===== src/rtl/pattern_stream_gen_if.sv =====
// Serial (d, valid, ready) bit-stream link between a pattern source and a detector.
interface pattern_stream_gen_if;
  logic d_o;
  logic v_o;
  logic ready_i;

  modport master (output d_o, output v_o, input ready_i);
  modport slave  (input d_o, input v_o, output ready_i);
endinterface


===== src/rtl/pattern_stream_gen.sv =====
// Serialises a 1..MAX_LEN-bit pattern MSB-first, rep times, with optional idle gaps.
// Define PSG_GAP_FILL_EN to fill gaps with valid LFSR (x^7+x^6+1) bits instead of idles.
module pattern_stream_gen #(
  parameter int MAX_LEN = 8,
  parameter int LEN_W   = 4,
  parameter int REP_W   = 4,
  parameter int GAP_W   = 4
) (
  input  logic                 clk,
  input  logic                 rst_n,
  input  logic                 start_i,
  input  logic [MAX_LEN-1:0]   pat_i,
  input  logic [LEN_W-1:0]     len_i,
  input  logic [REP_W-1:0]     rep_i,
  input  logic [GAP_W-1:0]     gap_i,
  pattern_stream_gen_if.master strm,
  output logic                 busy_o,
  output logic                 done_o,
  output logic [REP_W-1:0]     sent_cnt_o
);

  localparam int IDX_W = (MAX_LEN > 1) ? $clog2(MAX_LEN) : 1;

  typedef enum logic [1:0] {S_IDLE, S_SEND, S_GAP, S_FIN} state_t;

  state_t             r_state, w_state_nxt;
  logic [MAX_LEN-1:0] r_pat, w_pat_nxt;
  logic [IDX_W-1:0]   r_len_m1, w_len_m1_nxt;
  logic [REP_W-1:0]   r_rep, w_rep_nxt;
  logic [GAP_W-1:0]   r_gap, w_gap_nxt;
  logic [IDX_W-1:0]   r_idx, w_idx_nxt;
  logic [REP_W-1:0]   r_cnt, w_cnt_nxt;
  logic [GAP_W-1:0]   r_gap_cnt, w_gap_cnt_nxt;

  logic               w_xfer;
  logic               w_gap_step;
  logic [LEN_W-1:0]   w_len;
  logic [IDX_W-1:0]   w_len_m1;
  logic [REP_W-1:0]   w_cnt_inc;

  assign w_len     = (len_i > LEN_W'(MAX_LEN)) ? LEN_W'(MAX_LEN) : len_i;
  assign w_len_m1  = IDX_W'(w_len - LEN_W'(1));
  assign w_xfer    = strm.v_o && strm.ready_i;
  assign w_cnt_inc = r_cnt + REP_W'(1);

`ifdef PSG_GAP_FILL_EN
  logic [6:0] r_lfsr;

  // Gap filler is a real transfer, so gap length counts accepted filler bits.
  assign strm.v_o   = (r_state == S_SEND) || (r_state == S_GAP);
  assign strm.d_o   = (r_state == S_SEND) ? r_pat[r_idx] :
                      (r_state == S_GAP)  ? r_lfsr[0]    : 1'b0;
  assign w_gap_step = w_xfer;

  always_ff @(posedge clk or negedge rst_n) begin
    if (!rst_n) begin
      r_lfsr <= 7'h7F;
    end else if ((r_state == S_GAP) && w_xfer) begin
      r_lfsr <= {r_lfsr[5:0], r_lfsr[6] ^ r_lfsr[5]};
    end
  end
`else
  assign strm.v_o   = (r_state == S_SEND);
  assign strm.d_o   = (r_state == S_SEND) && r_pat[r_idx];
  assign w_gap_step = 1'b1;
`endif

  assign busy_o     = (r_state == S_SEND) || (r_state == S_GAP);
  assign done_o     = (r_state == S_FIN);
  assign sent_cnt_o = r_cnt;

  always_comb begin
    w_state_nxt   = r_state;
    w_pat_nxt     = r_pat;
    w_len_m1_nxt  = r_len_m1;
    w_rep_nxt     = r_rep;
    w_gap_nxt     = r_gap;
    w_idx_nxt     = r_idx;
    w_cnt_nxt     = r_cnt;
    w_gap_cnt_nxt = r_gap_cnt;

    case (r_state)
      S_IDLE: begin
        if (start_i) begin
          w_pat_nxt    = pat_i;
          w_len_m1_nxt = w_len_m1;
          w_rep_nxt    = rep_i;
          w_gap_nxt    = gap_i;
          w_cnt_nxt    = '0;
          w_idx_nxt    = w_len_m1;
          if ((w_len == '0) || (rep_i == '0)) begin
            w_state_nxt = S_FIN;
          end else begin
            w_state_nxt = S_SEND;
          end
        end
      end

      S_SEND: begin
        if (w_xfer) begin
          if (r_idx != '0) begin
            w_idx_nxt = r_idx - IDX_W'(1);
          end else begin
            w_cnt_nxt = w_cnt_inc;
            if (w_cnt_inc == r_rep) begin
              w_state_nxt = S_FIN;
            end else if (r_gap == '0) begin
              w_idx_nxt = r_len_m1;
            end else begin
              w_state_nxt   = S_GAP;
              w_gap_cnt_nxt = r_gap;
            end
          end
        end
      end

      S_GAP: begin
        if (w_gap_step) begin
          w_gap_cnt_nxt = r_gap_cnt - GAP_W'(1);
          if (r_gap_cnt == GAP_W'(1)) begin
            w_state_nxt = S_SEND;
            w_idx_nxt   = r_len_m1;
          end
        end
      end

      S_FIN: begin
        w_state_nxt = S_IDLE;
      end

      default: begin
        w_state_nxt = S_IDLE;
      end
    endcase
  end

  always_ff @(posedge clk or negedge rst_n) begin
    if (!rst_n) begin
      r_state   <= S_IDLE;
      r_pat     <= '0;
      r_len_m1  <= '0;
      r_rep     <= '0;
      r_gap     <= '0;
      r_idx     <= '0;
      r_cnt     <= '0;
      r_gap_cnt <= '0;
    end else begin
      r_state   <= w_state_nxt;
      r_pat     <= w_pat_nxt;
      r_len_m1  <= w_len_m1_nxt;
      r_rep     <= w_rep_nxt;
      r_gap     <= w_gap_nxt;
      r_idx     <= w_idx_nxt;
      r_cnt     <= w_cnt_nxt;
      r_gap_cnt <= w_gap_cnt_nxt;
    end
  end

endmodule


===== src/flat_wrapper.sv =====
// flat-port wrapper written by rule: the top's interface ports become plain ports
module pattern_stream_gen_flat 
#(
  parameter int MAX_LEN = 8,
  parameter int LEN_W   = 4,
  parameter int REP_W   = 4,
  parameter int GAP_W   = 4
)
  (clk, rst_n, start_i, pat_i, len_i, rep_i, gap_i, busy_o, done_o, sent_cnt_o, strm_d_o, strm_v_o, strm_ready_i);
  pattern_stream_gen_if strm_i ();
  input  logic clk;
  input  logic rst_n;
  input  logic start_i;
  input  logic [MAX_LEN-1:0] pat_i;
  input  logic [LEN_W-1:0] len_i;
  input  logic [REP_W-1:0] rep_i;
  input  logic [GAP_W-1:0] gap_i;
  output logic busy_o;
  output logic done_o;
  output logic [REP_W-1:0] sent_cnt_o;
  output wire logic [$bits(strm_i.d_o)-1:0] strm_d_o;
  output wire logic [$bits(strm_i.v_o)-1:0] strm_v_o;
  input wire logic [$bits(strm_i.ready_i)-1:0] strm_ready_i;
  assign strm_d_o = strm_i.d_o;
  assign strm_v_o = strm_i.v_o;
  assign strm_i.ready_i = strm_ready_i;
  pattern_stream_gen #(.MAX_LEN(MAX_LEN), .LEN_W(LEN_W), .REP_W(REP_W), .GAP_W(GAP_W)) u_core (.clk(clk), .rst_n(rst_n), .start_i(start_i), .pat_i(pat_i), .len_i(len_i), .rep_i(rep_i), .gap_i(gap_i), .strm(strm_i), .busy_o(busy_o), .done_o(done_o), .sent_cnt_o(sent_cnt_o));
endmodule

===== config.mk =====
export PLATFORM = sky130hd
export DESIGN_NAME = pattern_stream_gen_flat
export DESIGN_NICKNAME = d
export VERILOG_FILES = /design/src/rtl/pattern_stream_gen_if.sv /design/src/rtl/pattern_stream_gen.sv /design/src/flat_wrapper.sv
export SDC_FILE = /design/constraint.sdc
export NUM_CORES = 1
export LEC_CHECK = 0
export ABC_AREA = 1
export CELL_PAD_IN_SITES_DETAIL_PLACEMENT = 0
export CELL_PAD_IN_SITES_GLOBAL_PLACEMENT = 1
export CORE_ASPECT_RATIO = 2
export CORE_UTILIZATION = 45
export DETAILED_ROUTE_END_ITERATION = 7
export DONT_BUFFER_PORTS = 1
export GPL_ROUTABILITY_DRIVEN = 1
export PLACE_DENSITY = 0.86
export RECOVER_POWER = 100
export SETUP_SLACK_MARGIN = 0.2
export SYNTH_ARGS = -nofsm -noshare
export SYNTH_HDL_FRONTEND = slang
export SYNTH_SLANG_ARGS = --single-unit

===== constraint.sdc =====
create_clock -name clk -period 2.4 [get_ports clk]
set_clock_uncertainty 0.2 [all_clocks]
set_input_delay 0.48 -clock clk [delete_from_list [all_inputs] [get_ports clk]]
set_output_delay 0.48 -clock clk [all_outputs]
set_load 0.02 [all_outputs]

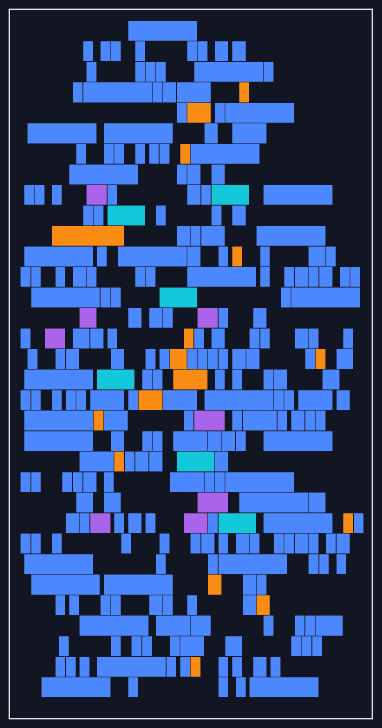
**Above:** run 1 (cells by drive strength).
| colour | size | cells | share |
|---|---|---|---|
| purple | _3 and _4 cells | 8 | 2.9% |
| cyan | _6 and larger | 6 | 2.2% |
| orange | _2 cells | 16 | 5.8% |
| blue | _0 and _1 cells | 245 | 89% |
fin worst setup slack: 0.219 ns
Area Growth Syn to Fin: 9.88%
fin area: 0.00209 mm^2
non-clock buffer count: 8

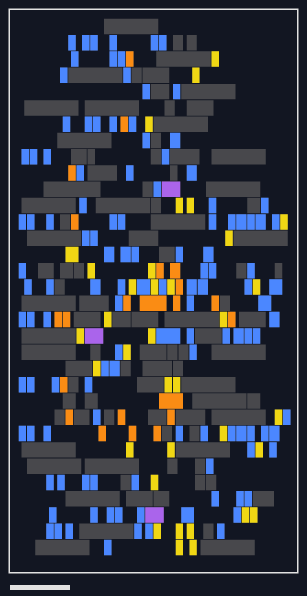
**Above:** run 1 (logic cells by family).
Scale bar: 10 um.
| colour | family | cells | most used |
|---|---|---|---|
| blue | nand cells | 121 | nand2_1 |
| orange | nor cells | 22 | nor2_1 |
| purple | xor and xnor cells | 3 | xor2_1 |
| yellow | inv cells | 35 | inv_1 |
Non-Filler Instances: 327
Comb area share: 45.1%
most frequent logic cell in the layout: nand2_1

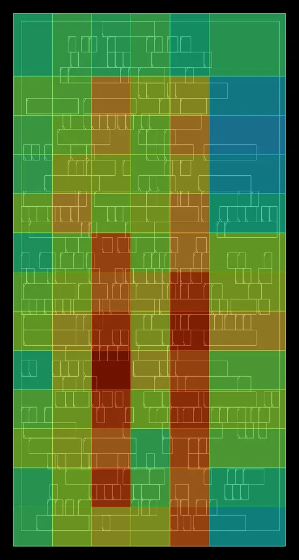
**Above:** run 1 (congestion heat map).
met1 Resource Use GR: 19.2%
Global Route Usage Sum: 21.7%

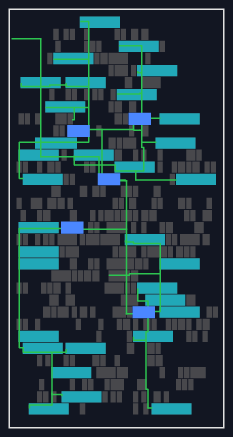
**Above:** run 1 (clock distribution).
[blue] clock drivers | count: 5
[cyan] flip-flops | count: 32
[green] clock wires | length: 453 um
routed clock nets: 6
flops lie: spread over the die
clock share of power: 14.9%
Clock Power: 0.426 mW
Worst-Skew Late Latency: 0.28 ns

==> run summary, run 1 <==
run results: Clock Pin Slew Worst Setup and Hold Paths=0.06 ns, Crit path max-delay family=flip-flops, CTS Hold Bufs=2, HP Start=pat_i[1], vias=1634, WP buf/inv=2, Area after DPL=0.00198 mm^2, yosys stat chip area=0.00190 mm^2, WL per Instance=12.7 um, Comb area=942 um^2, Final period util=90.9%, actual slew at the worst max-slew pin=0.806 ns, setup bufs post-CTS=0, Post-Synth XOR/XNOR Area=1.38%, DIE AREA=0.00450 mm^2, Max Freq=0.458 GHz, endpoints failing setup=0, crit path max fanout=5, Post-synth EDFFs=0, post-route ant nets=0, Seq/total area=38.4%, minimum clock period=~2.2 ns, commonest register cell after synthesis=dfrtp_1, outcome=completed, Well Taps=52, Root Driver=clkbuf_8, top-count cell post-synth=nand2_1, fin util=51.1%, tool warnings=31, setup TNS=0 ns, Worst path depth=5, DR iter-0 viols=32, initial antenna violation count=0, area fraction in mux cells=0%, vias in the first global route=1665, FILL cells=403, GRT met3 Usage=4.81%, placed cells=315, layout cells sized above 1=around 11%, Worst Hold Depth=2, post-synthesis simple-gate area fraction=31.7%, Ys Warns=0, Worst Hold Class=in -> reg, DP HPWL=3.25 mm, crit path DRT=1.72 ns, CP endpoint=strm_d_o, Slew Viols, Final=0, Max H-tree Level=2, R2R depth=8, Yosys top cell area share=42.2%, final hold vios=0, M1 wire length=around 1.5 mm, Final GP Congestion=around 0.85, #FFs+latches synth=32, DRT Pass-1 Iters=6, Post-CTS Resized=2, worst setup path class=reg -> out, Data arrival, critical path=1.50 ns, grt ovf=0, Netlist Area Pre-Place=0.00190 mm^2, Largest cell class=logic gates, reg2reg end=u_core.sent_cnt_o[3], combinational gate count=192, Seq/Total Area, Yosys=42.2%, die width=roughly 48 um, crit path cell chain=inv_1 -> ha_1 -> o21ai_1 -> a31oi_1 -> buf_4, RR Startpoint=u_core.r_state[0], CTS Buf Count=5, M2 GR Usage=40.7%, Clock Tree Buf Depth=2, Port-buffer cells=0, Unique cell types=24, Synth Area in Adders=6.59%, Post-synth area hogs=dfrtp_1, nand2_1, ha_1, crit path from=u_core.r_state[1], FP Rows=33, RSZ-0062 raised after global routing=false, Vias/cell=roughly 5, GRT Max-Usage Layer=met2, WHS Endpoint=u_core.r_pat[1], CP max stage delay=0.42 ns
==> run 1: power by group <==
group          switching [mW]  total (mW)  internal [mW]  leakage, nW
sequential              0.210       0.996          0.786        0.401
clock                   0.193       0.426          0.234       0.0455
combinational           0.909        1.43          0.526        0.664
==> run 1: stage by stage <==
stage / total power [mW] / setup slack (ns)
floorplan: 2.11 / 0.323
global placement: 2.44 / 0.372
detailed placement: 2.46 / 0.382
CTS: 2.92 / 0.206
global route: 3.16 / 0.108
finish: 2.86 / 0.219
==> run 1: flip-flops by register name, indices dropped and copies added, names as in the netlist <==
register           cells
u_core.r_gap           4
u_core.r_gap_cnt       4
u_core.r_idx           3
u_core.r_len_m1        3
u_core.r_pat           8
u_core.r_rep           4
u_core.r_state         2
u_core.sent_cnt_o      4
--- run 2 (diff from run 1) ---
Settings changed: CORE_MARGIN from default to 2.
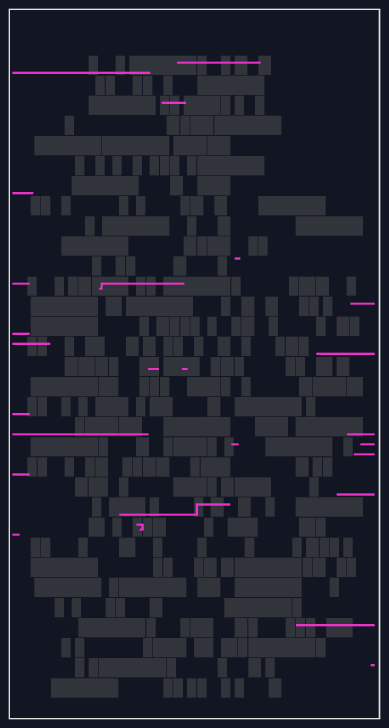
**Above:** run 2 (the metal 3 layer).
longest straight run: 18.4 um
wire length on this layer: 132 um
vias: 1651
Post-Route WL: 4.21 mm
GRT met3 Usage: 4.50%

==> run 2 against run 1 <==
  * Via count grew 1.0%
  * Area after synthesis is the same
  * Combinational power about the same
  * Worst hold slack got worse by 0.00085 ns
  * Power shrank 0.96%
  * Final cell count is 0.61% lower
  * Largest power group unchanged
  * First-iteration DRC count fell by 3.1%
  * Routed wire length up 1.8%
  * Sequential power about the same
  * Critical path depth stayed put
  * Sequential share of layout area about the same
  * Non-clock buffer count rose by 1
==> run summary, run 2 <==
run results: endpoints failing setup=0 (unchanged), Port-buffer cells=0 (unchanged), Worst Hold Depth=2 (unchanged), minimum clock period=2.18 ns (-0.00485 ns), total power=2.83 mW (-0.96%), Global Route Usage Sum=19.9% (-1.7 points), commonest register cell after synthesis=dfrtp_1, #FFs+latches synth=32 (unchanged), RSZ-0062 raised after global routing=false, Crit path max-delay family=AND-OR/OR-AND gates, DIE AREA=0.00479 mm^2 (+6.4%), die width=49.9 um (+4.2%), CTS Buf Count=5 (unchanged), reg2reg end=u_core.r_gap_cnt[0], Final GP Congestion=0.855 (+0.65%), Non-Filler Instances=325 (-0.61%), tool warnings=31 (unchanged), fin area=0.00208 mm^2 (-0.24%), Post-CTS Resized=1 (-1), DR iter-0 viols=31 (-3.1%), Unique cell types=24 (unchanged), RR Startpoint=u_core.r_state[1], Max H-tree Level=2 (unchanged), fin util=50.9% (-0.12 points), max reg flops=8 (unchanged), setup TNS=0 ns (unchanged), met1 Resource Use GR=16.4% (-2.8 points), post-route ant nets=0 (unchanged), Vias/cell=5.08 (+1.7%), initial antenna violation count=0 (unchanged), WL per Instance=13.0 um (+2.4%), crit path max fanout=6 (+1), crit path DRT=1.72 ns (about the same), WHS Endpoint=u_core.r_pat[2], HP Start=pat_i[2], Clock Pin Slew Worst Setup and Hold Paths=0.06 ns (about the same), outcome=completed, Root Driver=clkbuf_8, Clock Tree Buf Depth=2 (unchanged), Worst path depth=5 (unchanged), largest reg by FF count=u_core.r_pat, yosys stat chip area=0.00190 mm^2 (unchanged), CTS Hold Bufs=2 (unchanged), M1 wire length=1.48 mm (-1.2%), R2R depth=8 (unchanged), Worst-Skew Late Latency=0.28 ns (about the same), pre-CTS WS=0.363 ns (-0.0197 ns), top-count cell post-synth=nand2_1, actual slew at the worst max-slew pin=0.799 ns (-0.00671 ns), DP HPWL=3.27 mm (+0.54%), Post-synth area hogs=dfrtp_1, nand2_1, ha_1, Max Freq=0.460 GHz (+0.22%), Final period util=90.7% (-0.20 points), setup bufs post-CTS=0 (unchanged), crit path cell chain=o21ai_0 -> o22ai_1 -> o21ai_1 -> a31oi_1 -> buf_4, DRT Pass-1 Iters=4 (-2), CP max stage delay=0.48 ns (+0.06 ns), gate count of the mapped netlist=262, placed cells=315 (unchanged), layout cells sized above 1=11.0% (+0.080 points), Yosys top cell area share=42.2% (unchanged), Post-synth EDFFs=0 (unchanged), FP Rows=33 (unchanged), worst setup path class=reg -> out, Ys Warns=0 (unchanged), crit path from=u_core.r_idx[0], Area Growth Syn to Fin=9.62%
run 2: cell counts after synthesis:
Identical to the previous run, type by type.
run 2: kinds of logic after synthesis:
logic type / share of synthesized area [%]
DFF: 42.2
and+or+nand+nor: 31.7
AOI/OAI and AO/OA: 10.7
adders and majority gates: 6.59
xor gates and xnor gates: 1.38
buffers and inverters: 7.51
run 2: layout make-up:
| type | count | area, um^2 |
|---|---|---|
| repair buffers | 9 | 57.6 |
| well taps | 52 | 65.1 |
| multi-input cells | 192 | 956 |
| clock buffers | 5 | 68.8 |
| flip-flops and latches | 32 | 801 |
| inverters | 35 | 134 |
| fillers | 427 | 2010 |
run 2: report_power, final:
part,switching [mW],total (mW),internal [mW]
registers,0.220,1.00,0.784
logic,0.922,1.46,0.541
clock network,0.176,0.362,0.186
--- run 3 (diff from run 2) ---
Settings changed: CORE_MARGIN 2 to 10.
Clock period 2.4 ns to 2.1 ns, I/O delays scaled along.
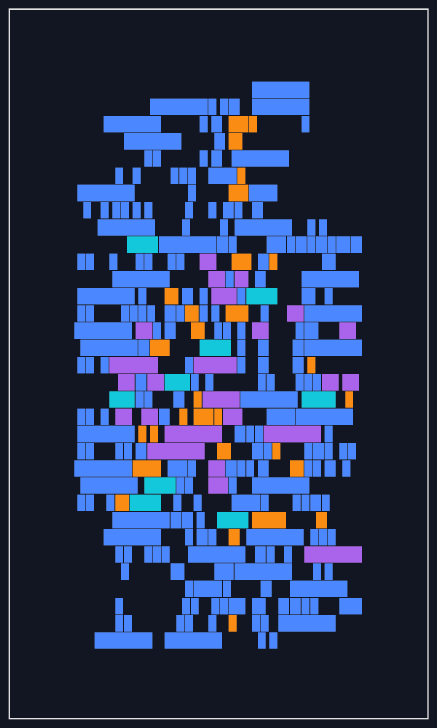
**Above:** run 3 (cells by drive strength).
| colour | size | cells | share |
|---|---|---|---|
| cyan | _6 and larger | 9 | 3.1% |
| orange | _2 cells | 29 | 10% |
| blue | _0 and _1 cells | 225 | 78% |
| purple | _3 and _4 cells | 24 | 8.4% |
non-clock buffer count: 20
fin worst setup slack: 0.101 ns
fin area: 0.00231 mm^2

==> run 3 against run 2 <==
  * Global-route usage is 6.6 points lower
  * Via count rose by 3.7%
  * Synthesized cell count did not move
  * Final area is 11% higher
  * Clock-buffer cell count grew 3
  * Critical path depth unchanged
==> run summary, run 3 <==
run results: tool warnings=33 (+6.5%), outcome=completed, RR Startpoint=u_core.r_idx[0], Clock Tree Buf Depth=2 (unchanged), crit path max fanout=4 (-2), Max H-tree Level=2 (unchanged), Post-synth area hogs=dfrtp_1, nand2_1, ha_1, Main logic family=simple AND/OR/NAND/NOR gates, Port-buffer cells=0 (unchanged), Synth Area in Adders=6.59% (unchanged), Worst Hold Depth=2 (unchanged), Non-Filler Instances=339 (+4.3%), AO/OA Area Share=10.7% (unchanged), reg2reg end=u_core.r_state[1], minimum clock period=2.00 ns, Post-synth EDFFs=0 (unchanged), Global Route Usage Sum=13.4% (-6.6 points), endpoints failing setup=0 (unchanged), Top pwr grp=combinational logic, setup bufs post-CTS=5 (+5), crit path DRT=1.48 ns (-0.24 ns), CP max stage delay=0.43 ns (-0.05 ns), Clock Pin Slew Worst Setup and Hold Paths=0.06 ns (about the same), CTS Hold Bufs=2 (unchanged), Vias/cell=5.05 (-0.59%), post-synthesis simple-gate area fraction=31.7% (unchanged), layout cells sized above 1=21.6% (+11 points), Post-Synth XOR/XNOR Area=1.38% (unchanged), WL per Instance=13.8 um (+6.5%), post-route ant nets=0 (unchanged), CTS Buf Count=5 (unchanged), HP Start=pat_i[3], largest reg by FF count=u_core.r_pat, crit path cell chain=inv_2 -> o21ai_1 -> o22ai_2 -> o21ai_2 -> a31oi_4, Max Freq=0.500 GHz, RSZ-0062 raised after global routing=true, setup TNS=0 ns (unchanged), #FFs+latches synth=32 (unchanged), area fraction in mux cells=0% (unchanged), Post-CTS Resized=8 (+7), top-count cell post-synth=nand2_1, Unique cell types=24 (unchanged), Final GP Congestion=0.872 (+1.9%), Int Power=2.03 mW (+34%), Gate power share=56.6% (+4.9 points), Worst path depth=5 (unchanged), Crit path max-delay family=AND-OR/OR-AND gates, Ys Warns=0 (unchanged), gate count of the mapped netlist=262 (unchanged), placed cells=316 (+0.32%), clock share of power=12.8% (about the same)
-- run 3: cell count changes in the layout (fill, tap and decap cells not counted), sizes merged --
cell / previous run / this run
clkbuf: 9 / 11
buf: 4 / 16
-- run 3: cell type report --
cell class	instances	area, um^2	area share [%]
Sequential cell	32	801	34.7
Timing Repair Buffer	20	159	6.88
Multi-Input combinational cell	192	1060	45.7
Inverter	35	139	6.01
Tap cell	52	65.1	2.82
Clock buffer	8	90.1	3.90
-- run 3: per-layer routing --
layer | track usage (%) | share of wire, % | vias up
li1 | - | - | 872
met1 | 12.5 | 36 | 794
met2 | 24.6 | 56 | 34
met3 | 4.22 | 5.2 | 12
met4 | 6.33 | 3.2 | 0
met5 | 0 | 0 | -
No activity file was given, so power comes from the tool's default toggle rates.
